File: config.mk
export PLATFORM = sky130hd
export DESIGN_NAME = bracket_scanner_flat
export DESIGN_NICKNAME = d
export VERILOG_FILES = /design/src/rtl/bracket_scanner_if.sv /design/src/rtl/bracket_scanner.sv /design/src/flat_wrapper.sv
export SDC_FILE = /design/constraint.sdc
export NUM_CORES = 1
export LEC_CHECK = 0
export CAP_MARGIN = 15
export CORE_MARGIN = 8
export CORE_UTILIZATION = 47
export CTS_CLUSTER_SIZE = 28
export DETAILED_ROUTE_END_ITERATION = 10
export PLACE_DENSITY = 0.77
export SLEW_MARGIN = 20
export SYNTH_ARGS = -nofsm -noshare
export SYNTH_HDL_FRONTEND = slang
export SYNTH_SLANG_ARGS = --single-unit
File: constraint.sdc
create_clock -name clk -period 2.41 [get_ports clk]
set_input_delay 0.482 -clock clk [delete_from_list [all_inputs] [get_ports clk]]
set_output_delay 0.482 -clock clk [all_outputs]
set_load 0.02 [all_outputs]
File: src/rtl/bracket_scanner_if.sv
// Control-side handshake bundle for the loop-bracket scanner.
// Carries start/dir/instr in and the PC-step and status flags out.
interface bracket_scanner_if;
  logic       start;
  logic       dir;
  logic [7:0] instr;
  logic       pc_step;
  logic       PCDecInc;
  logic       busy;
  logic       done;
  logic       err;

  modport master (
    output start, dir, instr,
    input  pc_step, PCDecInc, busy, done, err
  );

  modport slave (
    input  start, dir, instr,
    output pc_step, PCDecInc, busy, done, err
  );
endinterface

File: src/rtl/bracket_scanner.sv
// Finds the bracket matching a '[' (forward) or ']' (backward), stepping PC.
// Optional SCAN_TIMEOUT_EN adds a 16-bit step watchdog that forces ERR.
module bracket_scanner #(
  parameter int DEPTH_W = 8
) (
  input logic              clk,
  input logic              reset,
  bracket_scanner_if.slave bus
);

  typedef enum logic [2:0] {
    IDLE, STEP, CHECK, DONE, ERR
  } state_e;

  state_e state_q, state_d;
  logic [DEPTH_W-1:0] depth_q, depth_d;
  logic dir_q, dir_d;
  logic [7:0] open_b, close_b;
  logic is_open, is_close;
  logic depth_zero, depth_max;

`ifdef SCAN_TIMEOUT_EN
  logic [15:0] cnt_q, cnt_d;
`endif

  // Backward scans swap the roles of the two brackets.
  assign open_b     = dir_q ? 8'h5D : 8'h5B;
  assign close_b    = dir_q ? 8'h5B : 8'h5D;
  assign is_open    = (bus.instr == open_b);
  assign is_close   = (bus.instr == close_b);
  assign depth_zero = (depth_q == '0);
  assign depth_max  = (depth_q == {DEPTH_W{1'b1}});

  always_comb begin
    state_d = state_q;
    depth_d = depth_q;
    dir_d   = dir_q;
`ifdef SCAN_TIMEOUT_EN
    cnt_d   = cnt_q;
`endif
    case (state_q)
      IDLE: begin
        if (bus.start) begin
          state_d = STEP;
          dir_d   = bus.dir;
          depth_d = '0;
`ifdef SCAN_TIMEOUT_EN
          cnt_d   = '0;
`endif
        end
      end
      STEP: begin
        state_d = CHECK;
`ifdef SCAN_TIMEOUT_EN
        cnt_d   = cnt_q + 16'd1;
`endif
      end
      CHECK: begin
        if (is_close && depth_zero) begin
          state_d = DONE;
        end else if (is_close) begin
          depth_d = depth_q - 1'b1;
          state_d = STEP;
        end else if (is_open && depth_max) begin
          state_d = ERR;
        end else if (is_open) begin
          depth_d = depth_q + 1'b1;
          state_d = STEP;
        end else begin
          state_d = STEP;
        end
`ifdef SCAN_TIMEOUT_EN
        if (state_d == STEP && cnt_q == 16'hFFFF) begin
          state_d = ERR;
        end
`endif
      end
      DONE:    state_d = IDLE;
      ERR:     state_d = ERR;
      default: state_d = IDLE;
    endcase
  end

  always_ff @(posedge clk or posedge reset) begin
    if (reset) begin
      state_q <= IDLE;
      depth_q <= '0;
      dir_q   <= 1'b0;
`ifdef SCAN_TIMEOUT_EN
      cnt_q   <= '0;
`endif
    end else begin
      state_q <= state_d;
      depth_q <= depth_d;
      dir_q   <= dir_d;
`ifdef SCAN_TIMEOUT_EN
      cnt_q   <= cnt_d;
`endif
    end
  end

  assign bus.pc_step  = (state_q == STEP);
  assign bus.busy     = (state_q == STEP) || (state_q == CHECK);
  assign bus.PCDecInc = bus.busy & dir_q;
  assign bus.done     = (state_q == DONE);
  assign bus.err      = (state_q == ERR);

endmodule
File: src/flat_wrapper.sv
// flat-port wrapper written by rule: the top's interface ports become plain ports
module bracket_scanner_flat 
#(
  parameter int DEPTH_W = 8
)
  (clk, reset, bus_start, bus_dir, bus_instr, bus_pc_step, bus_PCDecInc, bus_busy, bus_done, bus_err);
  bracket_scanner_if bus_i ();
  input logic clk;
  input logic reset;
  input wire logic [$bits(bus_i.start)-1:0] bus_start;
  input wire logic [$bits(bus_i.dir)-1:0] bus_dir;
  input wire logic [$bits(bus_i.instr)-1:0] bus_instr;
  output wire logic [$bits(bus_i.pc_step)-1:0] bus_pc_step;
  output wire logic [$bits(bus_i.PCDecInc)-1:0] bus_PCDecInc;
  output wire logic [$bits(bus_i.busy)-1:0] bus_busy;
  output wire logic [$bits(bus_i.done)-1:0] bus_done;
  output wire logic [$bits(bus_i.err)-1:0] bus_err;
  assign bus_i.start = bus_start;
  assign bus_i.dir = bus_dir;
  assign bus_i.instr = bus_instr;
  assign bus_pc_step = bus_i.pc_step;
  assign bus_PCDecInc = bus_i.PCDecInc;
  assign bus_busy = bus_i.busy;
  assign bus_done = bus_i.done;
  assign bus_err = bus_i.err;
  bracket_scanner #(.DEPTH_W(DEPTH_W)) u_core (.clk(clk), .reset(reset), .bus(bus_i));
endmodule
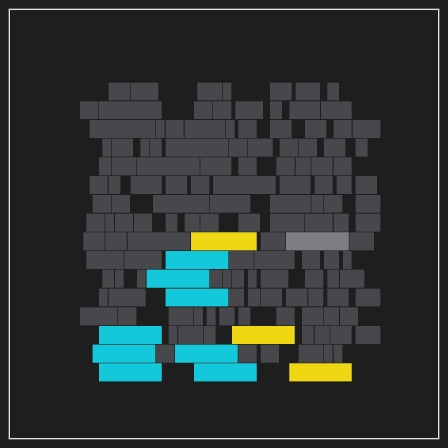
**Above:** sequential cells grouped by signal name.
Other sequential cells in the stronger grey, the rest of the logic in the fainter grey.
Yellow stands for u_core.state_q, flops 3. Cyan stands for u_core.depth_q, flops 8, where south.
Core Util, Final: 75.6%
register share of the cell area: 20.1%
register area: 302 um2

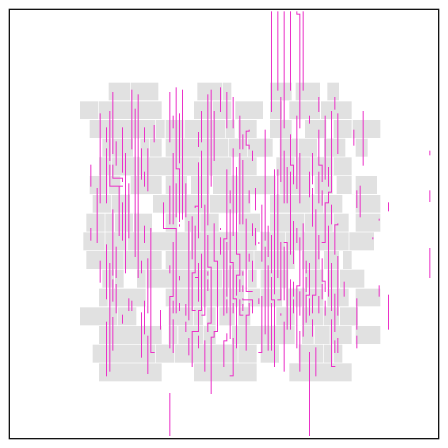
**Above:** M2 wires.
The layer carries 1,400 um of wire. The layer holds 53% of the routed length. The wires run mostly vertical. 151 nets have wire on it.
met2 Track Usage GR: 24.6%
DR vias: 972
total wire length: 2.65 mm

==> results.sh <==
# yosys + openroad results
export IMPL_path_clk_slew_ps=80
export IMPL_port_buffers=16
export IMPL_path_delay_family="AND-OR/OR-AND gates"
export IMPL_antenna_found_initial=0
export IMPL_maxCapViolCount=0
export IMPL_syn_avg_cell_area_um2=9.72
export IMPL_busiest_layer="met2"
export IMPL_ys_cells=103
export IMPL_critPathRequiredTime_ps=2630
export IMPL_setup_slack_ps=-12.1
export IMPL_synth_logic_top_family="simple AND/OR/NAND/NOR gates"
export IMPL_use_met1_pct=15.7
export IMPL_violations="setup timing"
export IMPL_grt_usage_pct=14.5
export IMPL_edf_count=0
export IMPL_worst_path_buf_inv=1
export IMPL_hold_buffers=0
export IMPL_hpwlAfterDp_mm=2.00
export IMPL_wl_met1_mm=1.06
export IMPL_wl_met3_um=158
export IMPL_grt_max_degree=13
export IMPL_fillers=130
export IMPL_chipArea_um2=3860
export IMPL_crit_path_end_kind="flip-flop"
export IMPL_floorplan_nets=122
export IMPL_rsz0062_at_grt="true"
export IMPL_pre_cts_slack_ps=-617
export IMPL_finalSetupViolCount=1
export IMPL_status="complete, but fails checks"
export IMPL_p_leak_nw=0.648
export IMPL_power_uw=405
export IMPL_die_size_y_um=62.2
export IMPL_r2r_cells=9
export IMPL_drt_initial_drc_count=41
export IMPL_path_cells="and3b_1, o2111a_2, buf_6, ha_4, nor3_4, o2111ai_4, a21o_1, a211oi_1, a311o_1"
export IMPL_seq_area_frac_synth_pct=30.0
export IMPL_hp_class="primary input to async pin"
export IMPL_ant_nets=0
export IMPL_crit_path_start="u_core.dir_q$_DFFE_PP0P_"
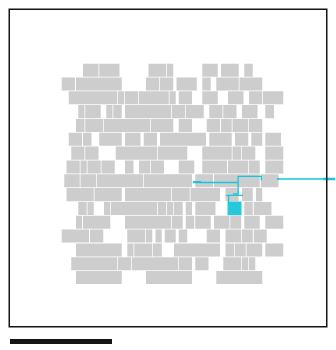
**Above:** port wiring.
Bar = 20 um.
Cyan stands for bus_pc_step, bits 1, direction output, end cells 1, buffers 2, wire 34.1 um.

power by group:
| part | internal, mW | total, mW | switching [mW] | leakage [nW] |
|---|---|---|---|---|
| registers | 0.202 | 0.203 | 0.000825 | 0.144 |
| logic | 0.0228 | 0.0375 | 0.0148 | 0.483 |
| clock network | 0.0920 | 0.165 | 0.0728 | 0.0210 |
state kept, by name, indices dropped and copies added, names as in the netlist:
register        cells
u_core.state_q      3
u_core.dir_q        1
u_core.depth_q      8
final cells by class:
class                           instances  area share, %
Clock buffer                            4           2.42
Sequential cell                        12           20.1
Multi-Input combinational cell         83           52.7
Inverter                                6           1.50
Tap cell                               27           2.26
Timing Repair Buffer                   38           21.0
timing repair:
item                                    in CTS  in global routing
buffers inserted                             3                  0
gates resized                               22                 10
gates cloned                                 0                  0
pin swaps                                    9                 14
endpoints found under the setup margin       7                  3
Power is estimated from default activity; no workload was simulated.
